Design switch_conditioner, sky130hd; sources not shown.
run_1/clock_map.png
Scale bar: 20 um.
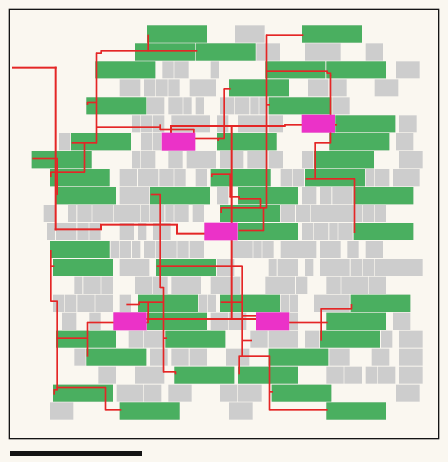
Key: clock wires = red [length 498 um]; flip-flops = green [count 45]; cells driving clock nets = magenta [count 5]
There are 6 routed clock nets.
Clk power: 492 uW
Skew-Pair Late Insertion Delay: 0.29 ns
Clk pwr share: 0.339

run_1/metal_stack.png
Scale bar: 20 um. Only two layers are drawn.
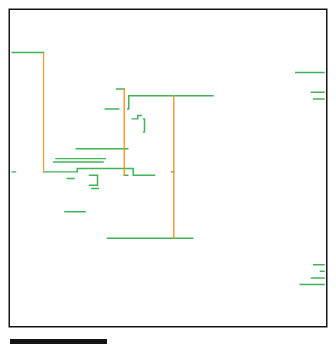
Key: met4 = orange [wire length 71.4 um]; met3 = green [wire length 144 um]
global-route usage over all layers: 0.211
drt wl/cell: 14.9 um
final WL: 3970 um
via count: 1,576

run_1/cell_classes.png
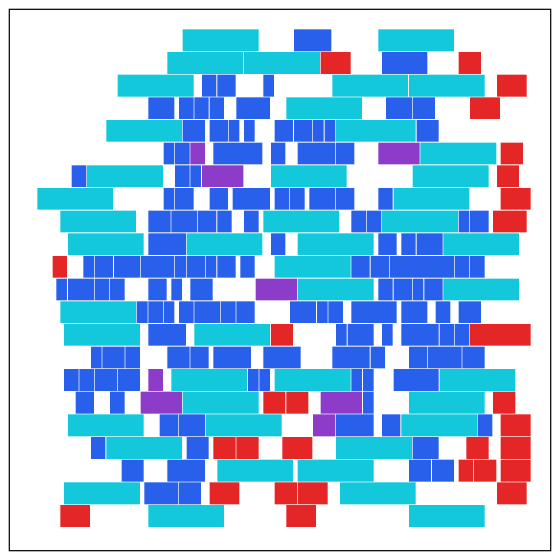
Key: flip-flops = cyan [cells 45, share of their area 47%]; all other logic = blue [cells 137, share of their area 39%]; other buffers and delay cells = red [cells 29, share of their area 11%]; clock drivers and dummy loads = purple [cells 8, share of their area 3.6%]
design area: 2470 um^2
final core area utilization: 0.686
sequential share of cell area: 0.456
core box area: 3610 um^2

==> impl_metrics.env, run 1 <==
# physical design summary
export IMPL_chip_area_um2=4200
export IMPL_grt_max_degree=29
export IMPL_comb_cells=130
export IMPL_mostFrequentLayoutCell="dfrtp_1"
export IMPL_cts_buffers_inserted=5
export IMPL_overflow=0
export IMPL_gp_congestion=0.875
export IMPL_tightest_slew_ns=0.720
export IMPL_netlist_instances=192
export IMPL_antenna_cells=0
export IMPL_ys_cells=192
export IMPL_status="finished with violations"
export IMPL_grt_setup_unrepaired="yes"
export IMPL_cp_data_arrival_time_ns=1.49
export IMPL_violations="setup timing"
export IMPL_cts_root_buffer="clkbuf_8"
export IMPL_n_all_inverters=7
export IMPL_switching_share=0.236
export IMPL_top_area_cell="dfrtp_1"
export IMPL_nets=229
export IMPL_portBuffers=14
export IMPL_yosys_stat_area_um2=2110
export IMPL_cts_num_sinks=45
export IMPL_clkbuf_count=5
export IMPL_top_power_group="sequential cells"
export IMPL_required_ns=1.45
export IMPL_clk_pin_slew_ns=0.08
export IMPL_setup_viol=1
export IMPL_buf_share=0.106
export IMPL_rrSetupSlack_ns=0.13
export IMPL_drc=0
export IMPL_power_frac_comb=0.066
export IMPL_tns_ns=-0.0408
export IMPL_rows=22
export IMPL_largest_reg_flops=30
export IMPL_clk_share=0.0349
export IMPL_drive_above_1_share=0.178
export IMPL_crit_type="register to primary output"
export IMPL_hold_path_depth=0
export IMPL_grt_pass1_wl_um=6800
export IMPL_topCellsByArea="dfrtp_1, xor2_1, a21oi_1"
export IMPL_drtPass1Iterations=4
export IMPL_avgViaCountPerCell=5.90
export IMPL_fill_cells=261
export IMPL_setup_ws_ns=-0.0408
export IMPL_final_cells=267
export IMPL_wl_met3_um=144
export IMPL_synth_area_per_cell_um2=11.0
export IMPL_power_sequential_uw=864
export IMPL_power_density_nw_per_um2=587
export IMPL_p_seq_frac=0.595
export IMPL_area_delta_synth_final_pct=17.3
export IMPL_first_global_vias=1531
export IMPL_fp_nets=203
export IMPL_cts_max_level=2
export IMPL_ff_latch_area_um2=1130
export IMPL_wl_met1_um=1670
export IMPL_ios=15
export IMPL_slew_headroom=0.517
export IMPL_comb_area_um2=912
export IMPL_initCoreUtil=0.585
==> run 1: timing repair <==
| item | 4_1_cts | 5_1_grt |
|---|---|---|
| endpoints found under the setup margin | 1 | 1 |
| hold buffers | 1 | 0 |
| pin swaps | 2 | 2 |
| setup buffers | 2 | 1 |
| endpoints found under the hold margin | 17 | 0 |
| gates resized | 7 | 3 |
==> run 1: per-layer routing <==
metal  vias up  global-route usage
li1        742                   -
met1       791               0.256
met2        36               0.365
met3         7              0.0521
met4         0              0.0771
met5         -                   0
==> run 1: logic make-up (layout without fill, tap and decap cells) <==
family                     after synthesis  count (layout)  share of synthesized area
xor gates and xnor gates                12              12                     0.0498
adders and majority gates                6               6                     0.0356
muxes                                    3               3                     0.0196
and+or+nand+nor                         76              76                      0.215
DFF                                     45              45                      0.534
AOI/OAI and AO/OA                       33              33                     0.0967
buffers and inverters                   17              44                     0.0498
==> run 1: critical path, stage by stage (launching register included) <==
cell and delay [ns]:
dfrtp_1 0.38, inv_1 0.06, ha_1 0.14, nor4b_2 0.18, nand4_1 0.16, nor2_1 0.14, buf_2 0.13
==> run 1: metrics by stage <==
| stage | cell area, um^2 | hold WS, ns |
|---|---|---|
| 2_1_floorplan | 2110 | 0.0544 |
| 3_3_place_gp | 2310 | 0.133 |
| 3_5_place_dp | 2320 | 0.140 |
| 4_1_cts | 2440 | 0.158 |
| 5_1_grt | 2470 | 0.177 |
| 6_report | 2470 | 0.156 |
==> run 1: Yosys cell counts (all sizes together) <==
master,n
dfrtp,45
a21oi,15
nand3,12
nor2,12
or3,12
buf,10
o21ai,10
xor2,10
inv,7
nand2,7
nand4,7
o31ai,7
ha,6
nor3b,6
or4,6
nor4,5
and3,3
mux2,3
xnor2,2
and2,1
nand4bb,1
nor2b,1
nor4b,1
o41ai,1
or2,1
or3b,1
run_1/final_clocks.png
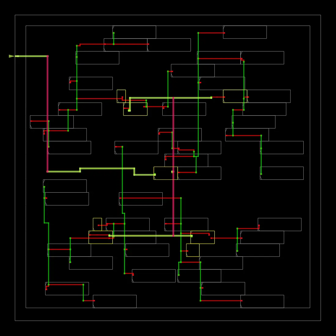

## Run 2: what changed since run 1
RECOVER_POWER = 100   (was default)
run_2/final_clocks.png
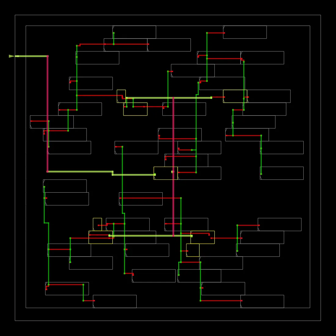
CTS Buf Count: 5
clkbuf count: 5

run_2/clock_map.png
Scale bar: 20 um.
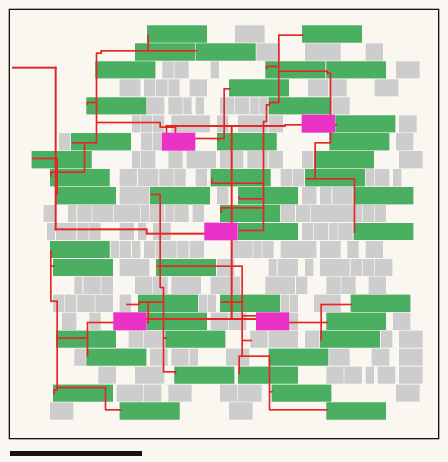
Key: clock wires = red [length 495 um]; cells driving clock nets = magenta [count 5]; flip-flops = green [count 45]
Position of the flops: all over the die. There are 6 routed clock nets.
Clk pwr share: 0.340

==> run 2 against run 1 <==
The run still ends with setup timing left; count of clock-buffer cells in the layout unchanged; routed wire length rose by 0.40%; combinational power down 5.9%; via count unchanged; worst setup slack gained 0.014 ns; global-route usage did not move; clock power about the same; die size unchanged; flip-flop count unchanged; total power down 0.45%; non-clock buffer count stayed put; largest cell class unchanged.
==> impl_metrics.env, run 2 <==
# physical design summary
export IMPL_area_delta_synth_final_pct=15.5
export IMPL_synthDistinctLibCells=32
export IMPL_hold_path_depth=0
export IMPL_syn_cell_area_um2=2110
export IMPL_synth_area_per_cell_um2=11.0
export IMPL_yosysMostFrequentCell="dfrtp_1"
export IMPL_gp_congestion=0.875
export IMPL_layout_min_cycle_time_ns=2.23
export IMPL_tns_ns=-0.0265
export IMPL_violations="setup timing"
export IMPL_mostFrequentLayoutCell="dfrtp_1"
export IMPL_worst_setup_path_end_kind="primary output"
export IMPL_leakage_nw=1.05
export IMPL_critPathMaxFanout=2
export IMPL_largest_reg_flops=30
export IMPL_ios=15
export IMPL_synth_seq_share=0.534
export IMPL_first_global_vias=1531
export IMPL_power_density_nw_per_um2=594
export IMPL_fp_nets=203
export IMPL_topCellsByArea="dfrtp_1, xor2_1, a21oi_1"
export IMPL_power_frac_comb=0.063
export IMPL_cp_data_arrival_time_ns=1.48
export IMPL_crit_type="register to primary output"
export IMPL_chipWidth_um=64.8
export IMPL_top_layer="met4"
export IMPL_ctsLongestPathBuffers=2
export IMPL_p_seq_frac=0.597
export IMPL_hold_violations=0
export IMPL_switching_share=0.236
export IMPL_ys_warnings_count=0
export IMPL_ys_flops=45
export IMPL_drc=0
export IMPL_antenna_found_initial=0
export IMPL_ir_worst_vdd_v=0.000480
export IMPL_start_kind="register"
export IMPL_fin_util=0.676
export IMPL_powerClk_uw=492
export IMPL_nets=229
export IMPL_cts_tree="built"
export IMPL_tightest_slew_ns=0.946
export IMPL_rrSetupSlack_ns=0.06
export IMPL_cts_num_sinks=45
export IMPL_top_area_cell="dfrtp_1"
export IMPL_log_warning_count=31
export IMPL_setup_ws_ns=-0.0265
export IMPL_overflow=0
export IMPL_netlist_instances=192
export IMPL_status="finished with violations"
export IMPL_totalWireLength_um=3990
export IMPL_switchingPower_uw=342
export IMPL_dr_total_vias=1576
export IMPL_die_h_um=64.8
export IMPL_final_cell_mix="dfrtp_1, a21oi_1"
export IMPL_synthTopCellsByCount="dfrtp_1, a21oi_1, nand3_1, nor2_1, or3_1"
export IMPL_cap_violations=0
export IMPL_chip_area_um2=4200
export IMPL_wl_met3_um=150
export IMPL_cts_root_buffer="clkbuf_8"
export IMPL_comb_power_uw=90.6
export IMPL_p_int_mw=1.10
export IMPL_maxSlewViolCount=0
export IMPL_drive_above_1_share=0.151
export IMPL_drtPass1Iterations=4
export IMPL_ys_cells=192
export IMPL_slew_headroom=0.369
export IMPL_grt_pass1_wl_um=6800
export IMPL_top_power_group="sequential cells"
export IMPL_dpl_hpwl_um=2720
export IMPL_flop_cell="dfrtp_1"
export IMPL_edf_count=0
export IMPL_max_freq_mhz=449
export IMPL_gr_usage_all_layers=0.211
export IMPL_core_area_um2=3610
export IMPL_clk_pin_slew_ns=0.08
export IMPL_wl_per_cell_um=14.9
export IMPL_setup_viol=1
export IMPL_avgViaCountPerCell=5.90
export IMPL_top_area_frac=0.534
export IMPL_worst_hold_path_type="register to register"
export IMPL_required_ns=1.45
export IMPL_antenna_cells=0
export IMPL_rows=22
export IMPL_async_reset_ff_frac=1.00
export IMPL_fin_crit_sh=1.01
export IMPL_power_sequential_uw=864
export IMPL_cts_max_level=2
export IMPL_wl_met1_um=1680
export IMPL_wl_met2_um=2090
export IMPL_drtIter0Drc=102
export IMPL_grt_max_degree=29
export IMPL_rr_worst_depth=6
export IMPL_clk_latency_ns=0.29
export IMPL_grt_setup_unrepaired="yes"
export IMPL_portBuffers=14
export IMPL_ant_nets=0
export IMPL_initCoreUtil=0.585
export IMPL_yosys_stat_area_um2=2110
## run 2: repair_timing
item | 4_1_cts | 5_1_grt
endpoints found under the hold margin | 17 | 0
setup buffers | 2 | 1
hold buffers | 1 | 0
resized | 7 | 3
setup endpoints to repair | 1 | 1
pin swaps | 2 | 2
## run 2: area by class of cell
| class | count | area, um^2 |
|---|---|---|
| Sequential cell | 45 | 1130 |
| Multi-Input combinational cell | 130 | 900 |
| Timing Repair Buffer | 19 | 165 |
| Tap cell | 48 | 60.1 |
| Clock buffer | 5 | 68.8 |
| Clock inverter | 3 | 17.5 |
| Fill cell | 273 | 1170 |
| Buffer | 10 | 71.3 |
| Inverter | 7 | 26.3 |
## run 2: per-layer routing
metal  up-vias  GRT usage
li1        739          -
met1       797      0.256
met2        33      0.365
met3         7     0.0521
met4         0     0.0771
met5         -          0
## run 2: stage by stage
step,instances,worst slack (ns),instance area (um^2),power (mW),hold slack (ns)
global placement,254,-0.714,2310,0.960,0.133
global route,267,-0.148,2440,1.51,0.177
detailed placement,255,-0.200,2320,0.968,0.140
floorplan,192,0.386,2110,0.920,0.0544
finish,267,-0.0265,2440,1.45,0.156
CTS,266,-0.0243,2440,1.46,0.158
## run 2: worst max-delay path: stages, from the launching register on
cell and delay [ns]:
dfrtp_1 0.38, inv_1 0.06, ha_1 0.14, nor4b_2 0.18, nand4_1 0.16, nor2_1 0.13
buf_2 0.13
## run 2: cell families (layout without fill, tap and decap cells)
group / count (synthesis) / in the layout / share of synthesized area
AND-OR/OR-AND: 33 / 33 / 0.0967
buffers and inverters: 17 / 44 / 0.0498
adder cells (fa/ha/maj): 6 / 6 / 0.0356
XOR/XNOR: 12 / 12 / 0.0498
AND/OR/NAND/NOR: 76 / 76 / 0.215
multiplexers: 3 / 3 / 0.0196
flip-flops: 45 / 45 / 0.534
Power and IR drop assume default switching activity.
